==> config.mk <==
export PLATFORM = sky130hd
export DESIGN_NAME = l2_mem_ctrl
export DESIGN_NICKNAME = d
export VERILOG_FILES = /design/src/rtl/l2_mem_ctrl.sv
export SDC_FILE = /design/constraint.sdc
export NUM_CORES = 1
export LEC_CHECK = 0
export CAP_MARGIN = 10
export CORE_MARGIN = 5
export CORE_UTILIZATION = 40
export DETAILED_ROUTE_END_ITERATION = 7
export PLACE_DENSITY = 0.88
export SLEW_MARGIN = 10
export SYNTH_ARGS = -nofsm -noshare
export SYNTH_HDL_FRONTEND = slang
export SYNTH_SLANG_ARGS = --single-unit
==> constraint.sdc <==
create_clock -name CLK -period 12.95 [get_ports CLK]
set_clock_uncertainty 0.1 [all_clocks]
set_input_delay 3.2375 -clock CLK [delete_from_list [all_inputs] [get_ports CLK]]
set_output_delay 3.2375 -clock CLK [all_outputs]
set_load 0.03 [all_outputs]
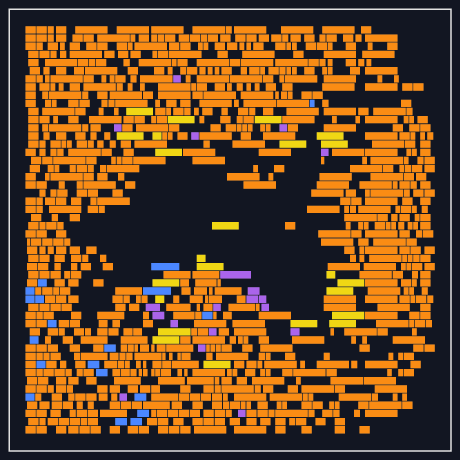
Run 1: sizing map
Drawn at 3 px/µm.
legend:
  orange:
    size: drive 1 or less
    cells: 851
  blue:
    size: drive 2
    cells: 19
  purple:
    size: drive 3 to 4
    cells: 19
  yellow:
    size: drive 6 and up
    cells: 23
final worst slack: 2790 ps
Layout area overhead: 51.1%

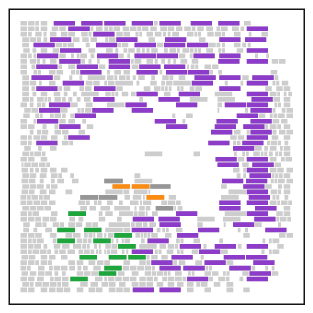
Run 1: sequential cells grouped by signal name
Drawn at 2 px/µm. Other sequential cells in the stronger grey, the rest of the logic in the fainter grey.
legend:
  purple:
    signal: `fifo_mem`
    placed_flops: 130
    where: all over the die
  green:
    signal: `init_cnt_reg`
    placed_flops: 13
  orange:
    signal: `count_reg`
    placed_flops: 3
not coloured: 5
fin util: 60.8%
flop share of the area: 39.3%

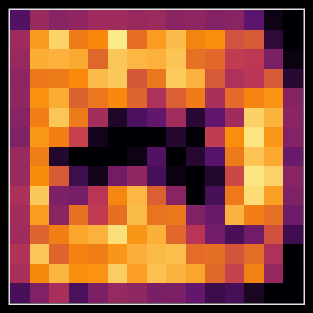
Run 1: local utilization
Drawn at 2 px/µm. 15 x 15 tiles, from black (low) to pale yellow (high), 0 to 100% covered.
fullest tile: 96%
emptiest ninth of the die: middle
mean over tiles: 51%
nearly empty tiles: 7.1%
tiles over 75% full: 25%
core area: 18,600 µm²
fp util: 40.2%

==> results.yml, run 1 <==
# generated from flow reports
route:
  routedWlPerCell_um: 20.7
  ant_nets: 0
  drt_first_pass_iters: 4
  wl_met1_mm: 8.98
  drt_iter0_drc: 316
  wl_met2_mm: 12.3
  route.met3.wl_mm: 1.56
  routed.top_layer: "met4"
  drc: 0
  wl_mm: 23.9
setup_path:
  endpoint_kind: "primary output"
  worst-path-max-fanout: 69
  crit_type: "in -> out"
  cp_num_cells: 9
  rr_worst_depth: 10
  ff2ff_setup_slack_ps: 8660
  crit_required_ps: 9610
  arrival_ps: 6820
  cp_cell_sequence: "clkdlybuf4s50_1 -> and2_1 -> ha_1 -> nand2b_1 -> fa_1 -> nand4_1 -> nor2b_4 -> and2_1 -> clkdlybuf4s50_1"
  worst-path-buf-inv: 2
  start_kind: "input pin"
final_layout:
  nets: 1078
  nClkBuffers: 17
  fin_area_um2: 11300
  lay_top_cells: "clkdlybuf4s50_1, edfxtp_1, nand3_1"
  largest_class: "registers"
  post_layout_nonfiller_instances: 1151
  flops: 151
  antennaDiodeCount: 5
  fillers: 1454
  buf_share_pct: 27.9
  comb_area_share_pct: 24.7
  signal_buffers: 317
  n_all_inverters: 9
  seq_area_um2: 4440
power:
  p_comb_mw: 0.670
  power_density_nw_per_um2: 152
  power_leader: "combinational logic"
  pwr-share-comb_pct: 38.9
  vdd_drop_max_mv: 0.0986
  p_clk_mw: 0.481
  seq_power_mw: 0.571
  p_sw_mw: 0.607
  power.total_mw: 1.72
  p_int_mw: 1.11
  p_leak_nw: 4.12
sta:
  period_minus_slack_ps: 10160
  slew_headroom_pct: 18.9
  period_used_pct: 78.4
  setup_viol: 0
  rsz0062_at_grt: "no"
  finalHoldViolations: 0
  setup_tns_ps: 0
logic_synthesis:
  synth_cells: 612
  syn_area_um2: 7480
  ys_seq_share_pct: 59.2
  yosysWarnings: 0
  ys.flops: 151
  yosys_area_um2: 7480
  logic_family: "simple AND/OR/NAND/NOR gates"
  syn_area_per_cell_um2: 12.2
  yosysTopAreaCell: "edfxtp_1"
  fp_nets: 791
  synth_cell_types: 34
  ys_cells: 612
  yosys-top-cells-count: "edfxtp_1, nand3_1, and2_1"
  top_cell: "edfxtp_1"
  flop_cell: "edfxtp_1"
  async_flop_share_pct: 13.9
  synth_xor_xnor_area_share_pct: 2.18
  synthAdderAreaFrac_pct: 1.20
  synthDominantCellAreaShare_pct: 52.2
  ys_sh_mux_pct: 8.85
  synth-edff-count: 130
clocking:
  htreeDepth: 4
  clkLatencyLatePin_ps: 410
  postCtsResizedCells: 0
  clock-sinks: 151
  ctsHoldBuffers: 0
  clk_pin_slew_worst_paths_ps: 60
  cts_made_buffers: 17
  post-cts-setup-buffer-count: 0
  cts-root-buf: "clkbuf_16"
floorplanning:
  ios: 328
  fp.dieW_um: 147
  die_h_um: 147
  num_tap_cells: 234
  die_area_um2: 21500
grt:
  busiest_layer: "met2"
  overflow: 0
  grt_pass1_vias: 6126
  grt_antenna_before_repair: 6
  grtUsageTotal_pct: 21.8
  grt_util_met3_pct: 6.66
flow_run:
  warnings: 47
  cap_viol_max_count: 0
placement:
  place_inst: 1114
  post-place-ws_ps: 2840
  portBuffers: 308
  gp_congestion: 0.884
  dpl_cell_area_um2: 10700
  hpwl_mm: 17.0
worst_hold_path:
  holdPathStages: 1
outcome:
  status: "finished, final reports clean"
Run 1, M2 wires:
Drawn at 2 px/µm.
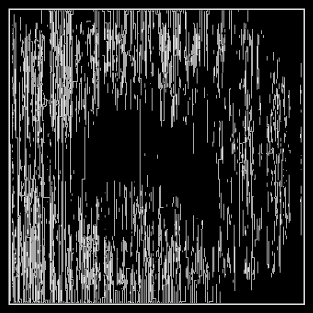

==> inputs of run 2 (changes only) <==
--- a/config.mk
+++ b/config.mk
@@ -7,9 +7,9 @@
 export LEC_CHECK = 0
 export CAP_MARGIN = 10
 export CORE_MARGIN = 5
-export CORE_UTILIZATION = 40
+export CORE_UTILIZATION = 39
 export DETAILED_ROUTE_END_ITERATION = 7
-export PLACE_DENSITY = 0.88
+export PLACE_DENSITY = 0.89
 export SLEW_MARGIN = 10
 export SYNTH_ARGS = -nofsm -noshare
 export SYNTH_HDL_FRONTEND = slang
==> constraint.sdc (replaced) <==
create_clock -name CLK -period 8.6 [get_ports CLK]
set_clock_uncertainty 0.1 [all_clocks]
set_input_delay 2.15 -clock CLK [delete_from_list [all_inputs] [get_ports CLK]]
set_output_delay 2.15 -clock CLK [all_outputs]
set_load 0.03 [all_outputs]
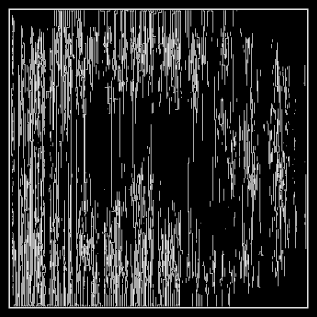
Run 2: M2 wires
Drawn at 2 px/µm.
nets with wire on the layer: 908
share of all routed wire: 52%
vias: 5,866
met2 Usage GRT: 38.0%

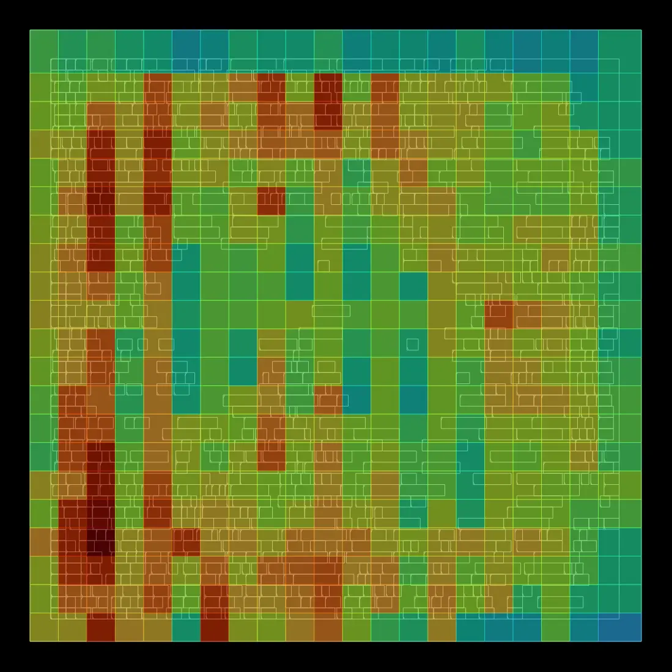
Run 2: routing congestion map
GR peak layer: met2
GRT met1 Usage: 22.6%

==> run 2 against run 1 <==
  * Critical path type unchanged
  * Critical path depth up 1
  * Combinational power up 51%
  * Global-route usage fell by 0.37 points
  * Flip-flop count stayed put
  * Critical endpoint is now mem_d_o[62]
  * Power rose by 52%
  * Via count fell by 1.1%
  * Wire length fell by 0.30%
  * Sequential power grew 51%
  * Worst setup slack lost 1800 ps
==> results.yml, run 2 <==
# generated from flow reports
final_layout:
  lay_top_cells: "clkdlybuf4s50_1, edfxtp_1, nand3_1"
  areaGrowthSynthToFinish_pct: 51.4
  clockNetworkAreaShare_pct: 5.18
  fin_area_um2: 11300
  signal_buffers: 319
  comb_area_share_pct: 24.7
  n_all_inverters: 9
  post_layout_nonfiller_instances: 1151
  nClkBuffers: 19
  nets: 1080
  fillers: 1545
  antennaDiodeCount: 4
  largest_class: "registers"
  buf_share_pct: 28.0
worst_hold_path:
  holdPathStages: 1
clocking:
  clock-sinks: 151
  clkLatencyLatePin_ps: 410
  cts_made_buffers: 17
  postCtsResizedCells: 0
  ctsHoldBuffers: 0
  post-cts-setup-buffer-count: 0
  htreeDepth: 4
  clk_pin_slew_worst_paths_ps: 60
logic_synthesis:
  synthDominantCellAreaShare_pct: 52.2
  synth-edff-count: 130
  synth_cell_types: 34
  ys_cells: 612
  ys_seq_share_pct: 59.2
  synthAdderAreaFrac_pct: 1.20
  yosysWarnings: 0
  ys.flops: 151
  logic_family: "simple AND/OR/NAND/NOR gates"
  yosys_area_um2: 7480
  flop_cell: "edfxtp_1"
  synth_cells: 612
  yosys-top-cells-count: "edfxtp_1, nand3_1, and2_1"
  fp_nets: 791
  async_flop_share_pct: 13.9
  syn_area_um2: 7480
  top_cell: "edfxtp_1"
  synth_xor_xnor_area_share_pct: 2.18
  syn_area_per_cell_um2: 12.2
flow_run:
  warnings: 45
  cap_viol_max_count: 0
route:
  drc: 0
  route.met3.wl_mm: 1.83
  drt_first_pass_iters: 5
  wl_mm: 23.8
  wl_met1_mm: 8.45
  drt_iter0_drc: 253
  vias_per_cell: 5.10
  routed.top_layer: "met4"
  routedWlPerCell_um: 20.7
  wl_met2_mm: 12.4
floorplanning:
  die_area_um2: 22000
  core-area_um2: 18800
  fp.dieW_um: 148
  num_tap_cells: 234
  initCoreUtil_pct: 39.8
  ios: 328
  num_rows: 50
  die_h_um: 148
placement:
  place_inst: 1116
  portBuffers: 308
  dpl_cell_area_um2: 10700
  hpwl_mm: 17.0
  gp_congestion: 0.852
  post-place-ws_ps: 1020
setup_path:
  endpoint_kind: "primary output"
  start_kind: "input pin"
  cp_cell_sequence: "clkdlybuf4s50_1 -> and2_1 -> ha_1 -> nand2b_1 -> fa_1 -> nand4_1 -> nor2b_4 -> buf_4 -> and2_1 -> clkdlybuf4s50_1"
  worst-path-max-fanout: 69
  crit_required_ps: 6350
  ff2ff_setup_slack_ps: 5340
  worst-path-buf-inv: 3
  cp_num_cells: 10
  arrival_ps: 5370
outcome:
  status: "finished, final reports clean"
power:
  vdd_drop_max_mv: 0.133
  p_comb_mw: 1.01
  p_leak_nw: 4.14
  p_int_mw: 1.71
  sequentialPowerShare_pct: 32.9
  pwr-share-comb_pct: 38.8
  power.total_mw: 2.61
  power_density_nw_per_um2: 231
  power_leader: "combinational logic"
  p_sw_mw: 0.903
  p_clk_mw: 0.737
grt:
  overflow: 0
  grtUsageTotal_pct: 21.4
  grt_util_met3_pct: 6.73
  grt_antenna_before_repair: 4
  grt_pass1_vias: 6146
sta:
  period_minus_slack_ps: 7620
  period_used_pct: 88.6
  rsz0062_at_grt: "no"
  setup_tns_ps: 0
  finalHoldViolations: 0
  setup_viol: 0
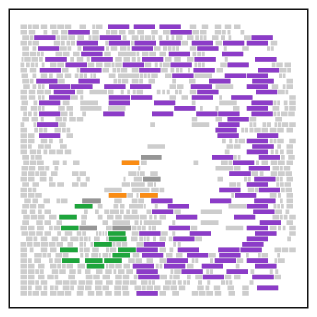
Run 2: sequential cells grouped by signal name
Drawn at 2 px/µm. Other sequential cells in the stronger grey, the rest of the logic in the fainter grey.
legend:
  green:
    signal: `init_cnt_reg`
    placed_flops: 13
  orange:
    signal: `count_reg`
    placed_flops: 3
  purple:
    signal: `fifo_mem`
    placed_flops: 130
    where: all over the die
Flop area: 4440 µm²
sequential logic power: 0.860 mW
flop share of the area: 39.2%
fin util: 60.3%

No activity file was given, so power comes from the tool's default toggle rates.
